==> src/rtl/ha_array_accumulator.sv <==
// ============================================================================
// ha_array_accumulator
// ----------------------------------------------------------------------------
// Back-end reducer for the four half-adder arrays produced by the unsigned
// 8x8 approximate multiplier front-ends. One set of arrays is captured per
// input handshake. The four weighted rows are then summed over several
// cycles into an OUT_W-bit product, which is offered on a valid/ready output.
//
// Row value:  A_k = t_k + (b_k << 2)
// Product:    P   = sum_k A_k << 2k
//
// Optional feature macro: HA_ACC_DUAL_EN
//   defined   -> two rows are added per ACC cycle (ACC lasts 2 cycles)
//   undefined -> one row is added per ACC cycle (ACC lasts 4 cycles)
//
// Ports
//   clk                  rising-edge clock
//   rst_n                asynchronous active-low reset
//   in_valid / in_ready  input handshake; in_ready is high only in IDLE
//   ha_array_k_b (k=0-3) 7-bit carry row k
//   ha_array_k_t (k=0-3) 9-bit sum row k
//   out_valid/out_ready  output handshake; out_valid is high only in DONE
//   product              reduced product, low OUT_W bits of P
//   out_ovf              sticky flag: the reduction carried past bit OUT_W-1
//   op_count             completed output handshakes, wraps mod 2^CNT_W
// ============================================================================
module ha_array_accumulator #(
    parameter int OUT_W = 16,
    parameter int CNT_W = 8
) (
    input  logic             clk,
    input  logic             rst_n,
    input  logic             in_valid,
    output logic             in_ready,
    input  logic [6:0]       ha_array_0_b,
    input  logic [6:0]       ha_array_1_b,
    input  logic [6:0]       ha_array_2_b,
    input  logic [6:0]       ha_array_3_b,
    input  logic [8:0]       ha_array_0_t,
    input  logic [8:0]       ha_array_1_t,
    input  logic [8:0]       ha_array_2_t,
    input  logic [8:0]       ha_array_3_t,
    output logic             out_valid,
    input  logic             out_ready,
    output logic [OUT_W-1:0] product,
    output logic             out_ovf,
    output logic [CNT_W-1:0] op_count
);

    // A product narrower than 16 bits cannot hold the weighted row sum.
    if (OUT_W < 16) begin : gBadWidth
        $error("ha_array_accumulator: OUT_W must be at least 16");
    end

    // Two extra bits hold the carry-out of one step. In dual mode, two
    // rows plus the running sum can carry by up to 2.
    localparam int SUM_W = OUT_W + 2;

`ifdef HA_ACC_DUAL_EN
    localparam logic [1:0] IDX_STEP = 2'd2;
    localparam logic [1:0] IDX_LAST = 2'd2;
`else
    localparam logic [1:0] IDX_STEP = 2'd1;
    localparam logic [1:0] IDX_LAST = 2'd3;
`endif

    typedef enum logic [1:0] {
        IDLE = 2'd0,
        ACC  = 2'd1,
        DONE = 2'd2
    } state_e;

    state_e             state_q, state_d;
    logic [6:0]         rowB_q [4];
    logic [8:0]         rowT_q [4];
    logic [OUT_W-1:0]   acc_q, acc_d;
    logic               ovf_q, ovf_d;
    logic [1:0]         idx_q, idx_d;
    logic [CNT_W-1:0]   opCount_q, opCount_d;
    logic [SUM_W-1:0]   stepSum;
    logic               accept;

    // Row k weighted into product position: (t + 4b) << 2k.
    function automatic logic [SUM_W-1:0] weightedRow(input logic [8:0] t,
                                                     input logic [6:0] b,
                                                     input logic [1:0] k);
        logic [SUM_W-1:0] rowVal;
        rowVal = SUM_W'(t) + (SUM_W'(b) << 2);
        return rowVal << {k, 1'b0};
    endfunction

    assign accept = (state_q == IDLE) && in_valid;

    // State register.
    always_ff @(posedge clk or negedge rst_n) begin
        if (!rst_n) begin
            state_q <= IDLE;
        end else begin
            state_q <= state_d;
        end
    end

    // Next-state logic: accept in IDLE, step through the rows in ACC,
    // and wait for the output handshake in DONE.
    always_comb begin
        state_d = state_q;
        case (state_q)
            IDLE:    if (in_valid)           state_d = ACC;
            ACC:     if (idx_q == IDX_LAST)  state_d = DONE;
            DONE:    if (out_ready)          state_d = IDLE;
            default:                         state_d = IDLE;
        endcase
    end

    // Handshake flags are pure state decodes, so no input reaches them.
    always_comb begin
        in_ready  = (state_q == IDLE);
        out_valid = (state_q == DONE);
    end

    // Datapath next-state. The carry out of bit OUT_W-1 is folded into the
    // sticky overflow flag, and only the low OUT_W bits are kept.
    always_comb begin
        acc_d     = acc_q;
        ovf_d     = ovf_q;
        idx_d     = idx_q;
        opCount_d = opCount_q;
        stepSum   = '0;
        case (state_q)
            IDLE: begin
                if (in_valid) begin
                    acc_d = '0;
                    ovf_d = 1'b0;
                    idx_d = 2'd0;
                end
            end
            ACC: begin
                stepSum = {2'b00, acc_q}
                        + weightedRow(rowT_q[idx_q], rowB_q[idx_q], idx_q);
`ifdef HA_ACC_DUAL_EN
                stepSum = stepSum
                        + weightedRow(rowT_q[idx_q | 2'd1], rowB_q[idx_q | 2'd1],
                                      idx_q | 2'd1);
`endif
                acc_d = stepSum[OUT_W-1:0];
                ovf_d = ovf_q | (|stepSum[SUM_W-1:OUT_W]);
                idx_d = idx_q + IDX_STEP;
            end
            DONE: begin
                if (out_ready) begin
                    opCount_d = opCount_q + 1'b1;
                end
            end
            default: ;
        endcase
    end

    // Datapath registers.
    always_ff @(posedge clk or negedge rst_n) begin
        if (!rst_n) begin
            acc_q     <= '0;
            ovf_q     <= 1'b0;
            idx_q     <= 2'd0;
            opCount_q <= '0;
        end else begin
            acc_q     <= acc_d;
            ovf_q     <= ovf_d;
            idx_q     <= idx_d;
            opCount_q <= opCount_d;
        end
    end

    // Input arrays are captured only on the accept edge. Later changes on
    // the input pins have no effect on the running operation.
    always_ff @(posedge clk or negedge rst_n) begin
        if (!rst_n) begin
            for (int k = 0; k < 4; k++) begin
                rowB_q[k] <= '0;
                rowT_q[k] <= '0;
            end
        end else if (accept) begin
            rowB_q[0] <= ha_array_0_b;
            rowB_q[1] <= ha_array_1_b;
            rowB_q[2] <= ha_array_2_b;
            rowB_q[3] <= ha_array_3_b;
            rowT_q[0] <= ha_array_0_t;
            rowT_q[1] <= ha_array_1_t;
            rowT_q[2] <= ha_array_2_t;
            rowT_q[3] <= ha_array_3_t;
        end
    end

    assign product  = acc_q;
    assign out_ovf  = ovf_q;
    assign op_count = opCount_q;

endmodule
==> config.mk <==
export PLATFORM = sky130hd
export DESIGN_NAME = ha_array_accumulator
export DESIGN_NICKNAME = d
export VERILOG_FILES = /design/src/rtl/ha_array_accumulator.sv
export SDC_FILE = /design/constraint.sdc
export NUM_CORES = 1
export LEC_CHECK = 0
export CAP_MARGIN = 20
export CORE_MARGIN = 1
export CORE_UTILIZATION = 53
export DETAILED_ROUTE_END_ITERATION = 16
export MAX_ROUTING_LAYER = met4
export PLACE_DENSITY = 0.88
export SKIP_LAST_GASP = 1
export SYNTH_ARGS = -nofsm -noshare
export SYNTH_HDL_FRONTEND = slang
export SYNTH_SLANG_ARGS = --single-unit
==> constraint.sdc <==
create_clock -name clk -period 4.7 [get_ports clk]
set_input_delay 0.94 -clock clk [delete_from_list [all_inputs] [get_ports clk]]
set_output_delay 0.94 -clock clk [all_outputs]
set_load 0.02 [all_outputs]
==> run_results.csv, run 1 <==
group,metric,value,unit
cts,cts-buffers-inserted,9,
floorplanning,fp.dieH,101,um
final_layout,buf_share,0.152,
final_layout,diodes,0,
synth,syn-instance-count,583,
critical_path,required,4.93,ns
placed_design,io_buffers,94,
floorplanning,tap_cells,129,
synth,top_logic_kind,"simple AND/OR/NAND/NOR gates",
final_layout,logic_area,2740,um2
final_layout,clkbuf_count,9,
final_timing,slew_headroom,0.352,
final_layout,fin_nets,763,
synth,area_leaders,"dfrtp_1 (45%), nand2_1 (17%), ha_1 (6.5%)",
floorplanning,fp_util,0.555,
final_timing,fin_crit_sh,0.927,
synth,yosys_warnings,0,
critical_path,crit_cells,14,
synth,xor_area_frac,0.0303,
final_timing,finalSetupViolations,0,
critical_path,cp_top_family,"AND-OR/OR-AND gates",
synth,synth_cell_types,45,
synth,syn_nets,680,
synth,yosys_area,5200,um2
synth,synth_top_cell_by_area,"dfrtp_1",
final_timing,rsz0062_at_grt,"no",
final_timing,skew,0.0150,ns
final_layout,comb_area_frac,0.425,
routing,avgRoutedWirePerCell,15.6,um
final_layout,layout-drive-gt1-share,0.0626,
synth,yosys-stat-cells,583,
cts,post_cts_buffers,0,
global_route,antenna_found_initial,0,
synth,edf_count,0,
job,warnings,28,
synth,ys_async_sr_fraction,1.00,
final_timing,worst_slew_pin_slew,0.970,ns
routing,first_pass_iters,5,
critical_path,critical_path_arrival,4.59,ns
global_route,grt_max_degree,58,
job,maxCapViolCount,0,
routing,routed_wl,12500,um
routing,drc,0,
final_layout,final_common_cell,"nand2_1",
status,status,"finished clean",
critical_path,worstReg2RegStart,"idx_q[0]$_DFFE_PN0P_",
synth,ys.flops,93,
floorplanning,chip_area,10200,um2
routing,drt_first_iter_violations,201,
final_layout,top_area_cell_class,"combinational gates",
placed_design,dp.final_hpwl,9530,um
global_route,grt_pass1_wl,20800,um
final_layout,ff_count,93,
routing,via_per_inst,5.53,
cts,clk_pin_slew_worst_paths,0.10,ns
global_route,grtUsageTotal,0.273,
==> run 1: routing by layer <==
layer,vias up,track usage,part of all wire
met5,-,-,0
met4,0,0.101,0.024
met3,23,0.0374,0.039
met2,135,0.468,0.51
met1,2110,0.328,0.43
li1,2158,-,-
==> run 1: metrics by stage <==
step | hold WS [ns] | setup slack, ns | cells | area [um2]
5_1_grt | 0.496 | 0.0249 | 800 | 6450
4_1_cts | 0.484 | 0.173 | 800 | 6450
6_report | 0.479 | 0.342 | 800 | 6450
2_1_floorplan | 0.439 | 0.765 | 583 | 5200
3_3_place_gp | 0.454 | 0.164 | 784 | 6240
3_5_place_dp | 0.460 | 0.183 | 784 | 6240
==> run 1: cell usage after synthesis, types with 2 or more instances <==
library cell and count:
nor4_1 3, o211ai_1 4, a211o_1 5, nor3_1 3
a21o_1 6, nor3b_1 2, clkbuf_1 17, and3_1 5
a21oi_1 22, a221o_1 2, fa_1 2, or3_1 2
o31ai_1 4, nor2_1 19, nand2b_1 2, and2_1 3
a211oi_1 6, buf_1 6, a221oi_1 3, o21bai_1 3
o21ai_0 27, nand3_1 13, buf_2 5, inv_1 7
nand2_1 230, xor2_1 9, xnor2_1 9, mux4_2 14
nand4_1 6, mux2i_1 4, o21a_1 3, nor2b_1 5
ha_1 27, o31a_1 2, dfrtp_1 93
==> run 1: tightest hold or removal path: stages, from the launching register on <==
cell and delay [ns]:
dfrtp_1 0.35, nand2_1 0.05, nand2_1 0.06
==> run 1: flip-flops by register name, indices dropped and copies added (netlist names) <==
register and flops:
product 16, out_ovf 1, state_q 2, idx_q 2, op_count 8, rowT_q 36
rowB_q 28
==> run_1/cell_classes.png <==
The bar under the picture is 20 um long.
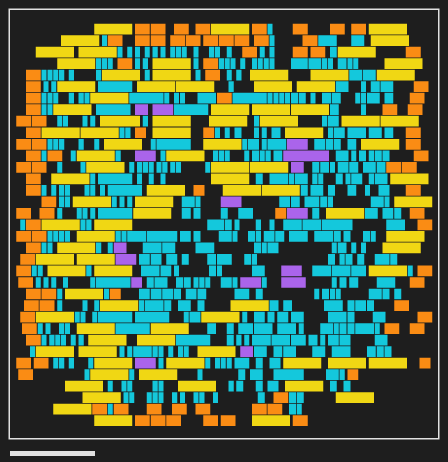
[all other logic] cyan | cells: 462
[clock drivers and dummy loads] purple | cells: 16
[other buffers and delay cells] orange | cells: 100
[flip-flops] yellow | cells: 93
Rows: 35
core area: 9370 um2

==> run_1/registers.png <==
The bar under the picture is 20 um long.
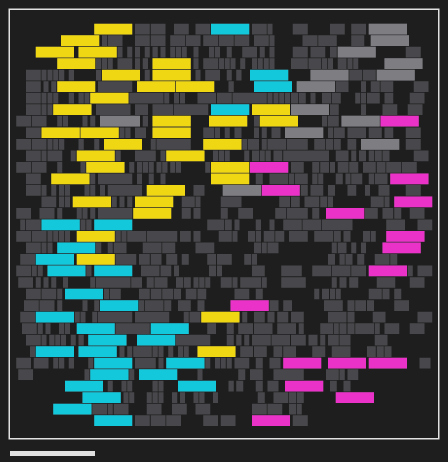
[rowT_q] yellow | placed flops: 36
[rowB_q] cyan | placed flops: 28
[product] magenta | placed flops: 16
Util after Layout: 0.689
sequential share of cell area: 0.361
FF/Latch Area: 2330 um2

==> run_1/gate_families.png <==
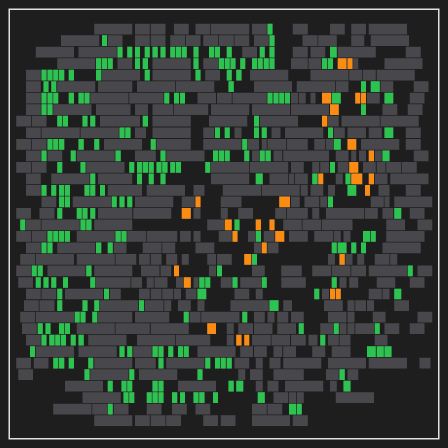
[NAND gates] green | cells: 251 | where: spread over the die
[NOR gates] orange | cells: 32

==> run_1/metal_stack.png <==
The bar under the picture is 20 um long. Two of the layers only.
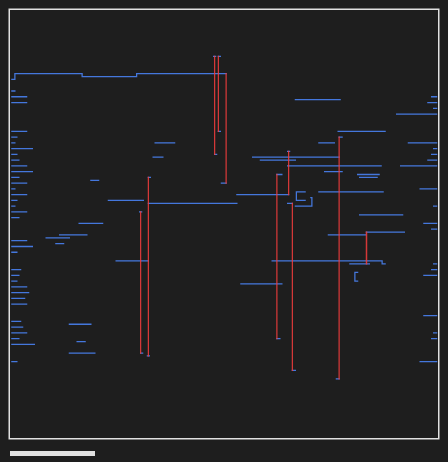

==> inputs of run 2 (changes only) <==
--- a/config.mk
+++ b/config.mk
@@ -7,10 +7,10 @@
 export LEC_CHECK = 0
 export CAP_MARGIN = 20
 export CORE_MARGIN = 1
-export CORE_UTILIZATION = 53
+export CORE_UTILIZATION = 41
 export DETAILED_ROUTE_END_ITERATION = 16
 export MAX_ROUTING_LAYER = met4
-export PLACE_DENSITY = 0.88
+export PLACE_DENSITY = 0.72
 export SKIP_LAST_GASP = 1
 export SYNTH_ARGS = -nofsm -noshare
 export SYNTH_HDL_FRONTEND = slang
==> run_2/metal_stack.png <==
The bar under the picture is 20 um long. Two of the layers only.
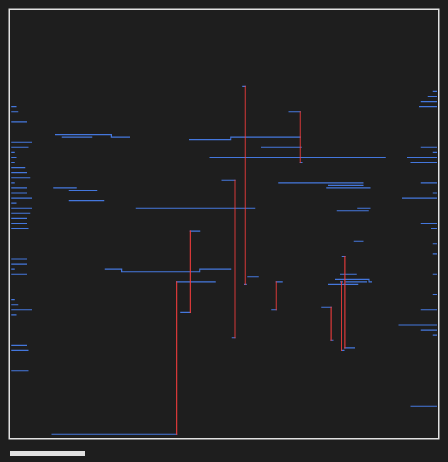
[met4] red | wire length: 231 um
[met3] blue | wire length: 542 um
via count: 4503
GRT Util Overall: 0.214

==> run_results.csv, run 2 <==
group,metric,value,unit
status,status,"finished clean",
cts,cts-buffers-inserted,9,
critical_path,critical_path_arrival,4.57,ns
cts,clk_pin_slew_worst_paths,0.07,ns
synth,yosys-stat-cells,583,
final_layout,postLayoutCoreUtil,0.540,
critical_path,cp_top_family,"AND-OR/OR-AND gates",
synth,edf_count,0,
final_timing,rsz0062_at_grt,"no",
global_route,antenna_found_initial,0,
cts,post_cts_buffers,0,
synth,area_leaders,"dfrtp_1 (45%), nand2_1 (17%), ha_1 (6.5%)",
global_route,grt_max_degree,64,
synth,ys_async_sr_fraction,1.00,
critical_path,worstRegToRegCells,15,
floorplanning,core_area,12200,um2
cts,htree_levels,3,
job,warnings,28,
routing,drc,0,
final_timing,fin_crit_sh,0.925,
final_layout,largest_register_ffs,36,
synth,top_cell,"nand2_1",
synth,top_cells_by_count,"nand2_1 (230), dfrtp_1 (93), ha_1 (27), o21ai_0 (27), a21oi_1 (22)",
floorplanning,fp_util,0.426,
job,maxCapViolCount,0,
global_route,grt_pass1_vias,4645,
synth,yosys_area,5200,um2
final_timing,hold_viol_final,0,
routing,drt_first_iter_violations,227,
worst_hold_path,min_from,"rowB_q[13]$_DFFE_PN0P_",
floorplanning,fp.dieH,115,um
synth,syn_nets,680,
synth,synth_top_cell_by_area,"dfrtp_1",
final_timing,timing.hold.ws,0.470,ns
routing,first_pass_iters,4,
floorplanning,chip_area,13100,um2
placed_design,io_buffers,94,
critical_path,crit_cells,15,
final_layout,diodes,0,
final_timing,worst_slew_pin_slew,0.959,ns
final_layout,regMostFlops,"rowT_q",
final_layout,fin_nets,764,
floorplanning,fp-row-count,40,
synth,syn-instance-count,583,
final_layout,final_common_cell,"nand2_1",
final_timing,setup_slack,0.352,ns
routing,avgRoutedWirePerCell,15.1,um
critical_path,required,4.92,ns
global_route,grt_pass1_wl,21400,um
final_timing,max_freq,230,MHz
synth,ys.flops,93,
synth,yosys_warnings,0,
final_timing,skew,0.00956,ns
final_timing,slew_headroom,0.361,
==> run 2: cell counts after synthesis <==
Identical to the previous run, type by type.
==> run 2: cell families (layout without fill, tap and decap cells) <==
logic type,count (synthesis),in the layout,share of synthesized area
and+or+nand+nor,293,293,0.229
muxes,19,19,0.0705
adders and majority gates,29,29,0.0726
DFF,93,93,0.447
AOI/OAI and AO/OA,96,96,0.123
xor gates and xnor gates,18,18,0.0303
buffers and inverters,35,124,0.0265
==> run 2: final cells by class <==
class                   instances  area [um2]  share of cell area
clock buffers                  11         243              0.0368
multi-input cells             455        2740               0.416
inverters                       7        26.3             0.00399
well taps                     168         210              0.0319
flip-flops and latches         93        2330               0.353
clock inverters                 5        36.3             0.00551
repair buffers                101        1000               0.152
==> run 2: per-layer routing <==
layer | global-route usage | vias up | wire (um)
met3 | 0.0328 | 19 | 541
met4 | 0.0805 | 0 | 230
met2 | 0.363 | 114 | 6390
met1 | 0.257 | 2205 | 5550
met5 | - | - | 0
li1 | - | 2165 | -
==> run 2: timing repair <==
| action | 4_1_cts | 5_1_grt |
|---|---|---|
| gates resized | 0 | 2 |
| endpoints found under the hold margin | 0 | 0 |
| setup endpoints to repair | 0 | 2 |
| hold buffers | 0 | 0 |
==> run 2: metrics by stage <==
stage	cell area, um2
2_1_floorplan	5200
3_3_place_gp	6310
3_5_place_dp	6310
4_1_cts	6590
5_1_grt	6590
6_report	6590
==> run_2/final_congestion.png <==
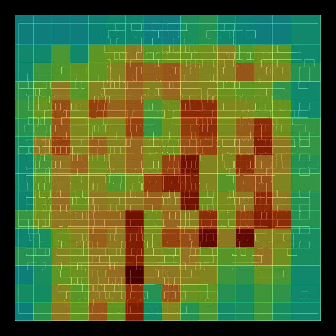

==> inputs of run 3 (changes only) <==
--- a/config.mk
+++ b/config.mk
@@ -11,7 +11,6 @@
 export DETAILED_ROUTE_END_ITERATION = 16
 export MAX_ROUTING_LAYER = met4
 export PLACE_DENSITY = 0.72
-export SKIP_LAST_GASP = 1
 export SYNTH_ARGS = -nofsm -noshare
 export SYNTH_HDL_FRONTEND = slang
 export SYNTH_SLANG_ARGS = --single-unit
==> constraint.sdc (replaced) <==
create_clock -name clk -period 4.36 [get_ports clk]
set_input_delay 0.872 -clock clk [delete_from_list [all_inputs] [get_ports clk]]
set_output_delay 0.872 -clock clk [all_outputs]
set_load 0.02 [all_outputs]
==> run_3/final_congestion.png <==
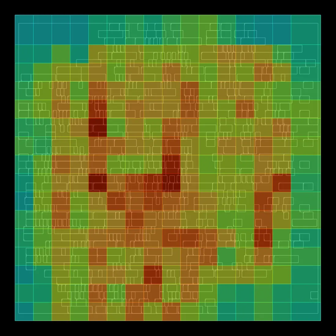
GRT Util Overall: 0.225
wire length per cell: 15.8 um
Util after Layout: 0.547
met2 usage: 0.373
grt peak-use layer: met2

==> run_results.csv, run 3 <==
group,metric,value,unit
global_route,grt_max_degree,57,
synth,top_cells_by_count,"nand2_1 (230), dfrtp_1 (93), ha_1 (27), o21ai_0 (27), a21oi_1 (22)",
routing,via_per_inst,5.26,
synth,syn-instance-count,583,
synth,edf_count,0,
critical_path,crit_chain,"buf_12 > mux4_2 > ha_1 > a21o_1 > a21oi_1 > xor2_1 > o21a_1 > o21ai_0 > ha_1 > and3_1 > a221o_1 > a211oi_4 > nor4_1 > a211o_1",
floorplanning,fp-row-count,40,
synth,top_cell,"nand2_1",
synth,syn_nets,680,
job,warnings,28,
floorplanning,core_area,12200,um2
routing,wl_met1,6170,um
placed_design,dp_cells,825,
routing,topRoutingLayerUsed,"met4",
final_layout,diodes,0,
synth,ys_async_sr_fraction,1.00,
critical_path,critical_path_arrival,4.41,ns
cts,clk_pin_slew_worst_paths,0.07,ns
critical_path,required,4.60,ns
synth,yosys-stat-cells,583,
placed_design,io_buffers,94,
routing,drt_first_iter_violations,278,
synth,synth_cell_types,45,
final_layout,regMostFlops,"rowT_q",
synth,yosys_area,5200,um2
synth,ys.flops,93,
cts,clock.latency.late_pin,0.35,ns
final_timing,timing.hold.ws,0.476,ns
floorplanning,chip_area,13100,um2
critical_path,cp_max_fo,13,
cts,post_cts_buffers,0,
final_timing,finalSetupViolations,0,
final_layout,layout-drive-gt1-share,0.0802,
global_route,grt_pass1_vias,4475,
critical_path,worstRegToRegCells,14,
placed_design,post_dp_cell_area,6330,um2
global_route,grt_pass1_wl,21800,um
placed_design,globalplace.congestion,0.886,
floorplanning,fp_util,0.426,
final_timing,setup_slack,0.189,ns
final_timing,max_freq,240,MHz
placed_design,dp.final_hpwl,9900,um
routing,vias,4423,
final_layout,final_area,6670,um2
routing,first_pass_iters,4,
final_layout,final_common_cell,"nand2_1",
final_timing,skew,0.00792,ns
final_timing,slew_headroom,0.272,
synth,synth_top_cell_by_area,"dfrtp_1",
cts,postCtsHoldBufs,0,
routing,drc,0,
final_timing,fin_crit_sh,0.957,
global_route,grt_util_met3,0.0408,
synth,yosys_warnings,0,
floorplanning,fp.dieH,115,um
final_timing,worst_slew_pin_slew,1.09,ns
job,maxCapViolCount,0,
synth,synth_top_area_share,0.447,
cts,cts-buffers-inserted,9,
synth,area_leaders,"dfrtp_1 (45%), nand2_1 (17%), ha_1 (6.5%)",
final_layout,largest_register_ffs,36,
final_layout,fin_nets,765,
final_layout,finalNonFillerCells,841,
global_route,use_met1,0.275,
final_timing,post-route-min-period,4.17,ns
routing,routed_wl,13300,um
cts,htree_levels,3,
cts,cts_resized,0,
routing,met2_length,6420,um
cts,cts-root-buf,"clkbuf_16",
global_route,antenna_found_initial,0,
placed_design,dpl_worst_slack,0.0456,ns
status,status,"finished clean",
worst_hold_path,min_from,"rowT_q[5]$_DFFE_PN0P_",
routing,route.met3.wl,415,um
synth,synth_area,5200,um2
critical_path,worstReg2RegStart,"idx_q[0]$_DFFE_PN0P_",
final_timing,hold_viol_final,0,
run 3: cell counts after synthesis:
Identical to the previous run, type by type.
run 3: final cells by class:
type,count,area (um2)
fill,1148,5540
clock inverter,2,16.3
inverter,7,26.3
multi-input combinational,455,2800
sequential,93,2330
clock buffer,14,274
timing repair buffer,102,1020
tap,168,210
run 3: kinds of logic (layout without fill, tap and decap cells):
family	count (synthesis)	in the layout	share of synthesized area
AND/OR/NAND/NOR	293	293	0.229
AND-OR/OR-AND	96	96	0.123
flip-flops	93	93	0.447
buffers and inverters	35	125	0.0265
adder cells (fa/ha/maj)	29	29	0.0726
multiplexers	19	19	0.0705
XOR/XNOR	18	18	0.0303
run 3: worst max-delay path, delay by kind of cell, from the launching register on:
kind	cells	cell delay [ns]
buffers and inverters	1	0.17
XOR/XNOR	1	0.26
adder cells (fa/ha/maj)	2	0.68
AND/OR/NAND/NOR	2	0.30
flip-flops	1	0.37
multiplexers	1	0.55
AND-OR/OR-AND	7	1.73
run 3: how the worst max path moves through the flow:
stage	to	from	depth (start not counted)	slack, ns
final	product[14]$_DFFE_PN0P_	idx_q[0]$_DFFE_PN0P_	14	0.19
after global routing	product[14]$_DFFE_PN0P_	idx_q[0]$_DFFE_PN0P_	15	-0.05
after CTS	product[15]$_DFFE_PN0P_	idx_q[0]$_DFFE_PN0P_	15	0.04
after detailed placement	product[15]$_DFFE_PN0P_	idx_q[0]$_DFFE_PN0P_	15	0.05
after global placement	product[13]$_DFFE_PN0P_	idx_q[0]$_DFFE_PN0P_	15	0.12
after floorplan	product[15]$_DFFE_PN0P_	idx_q[0]$_DFFE_PN0P_	15	0.43
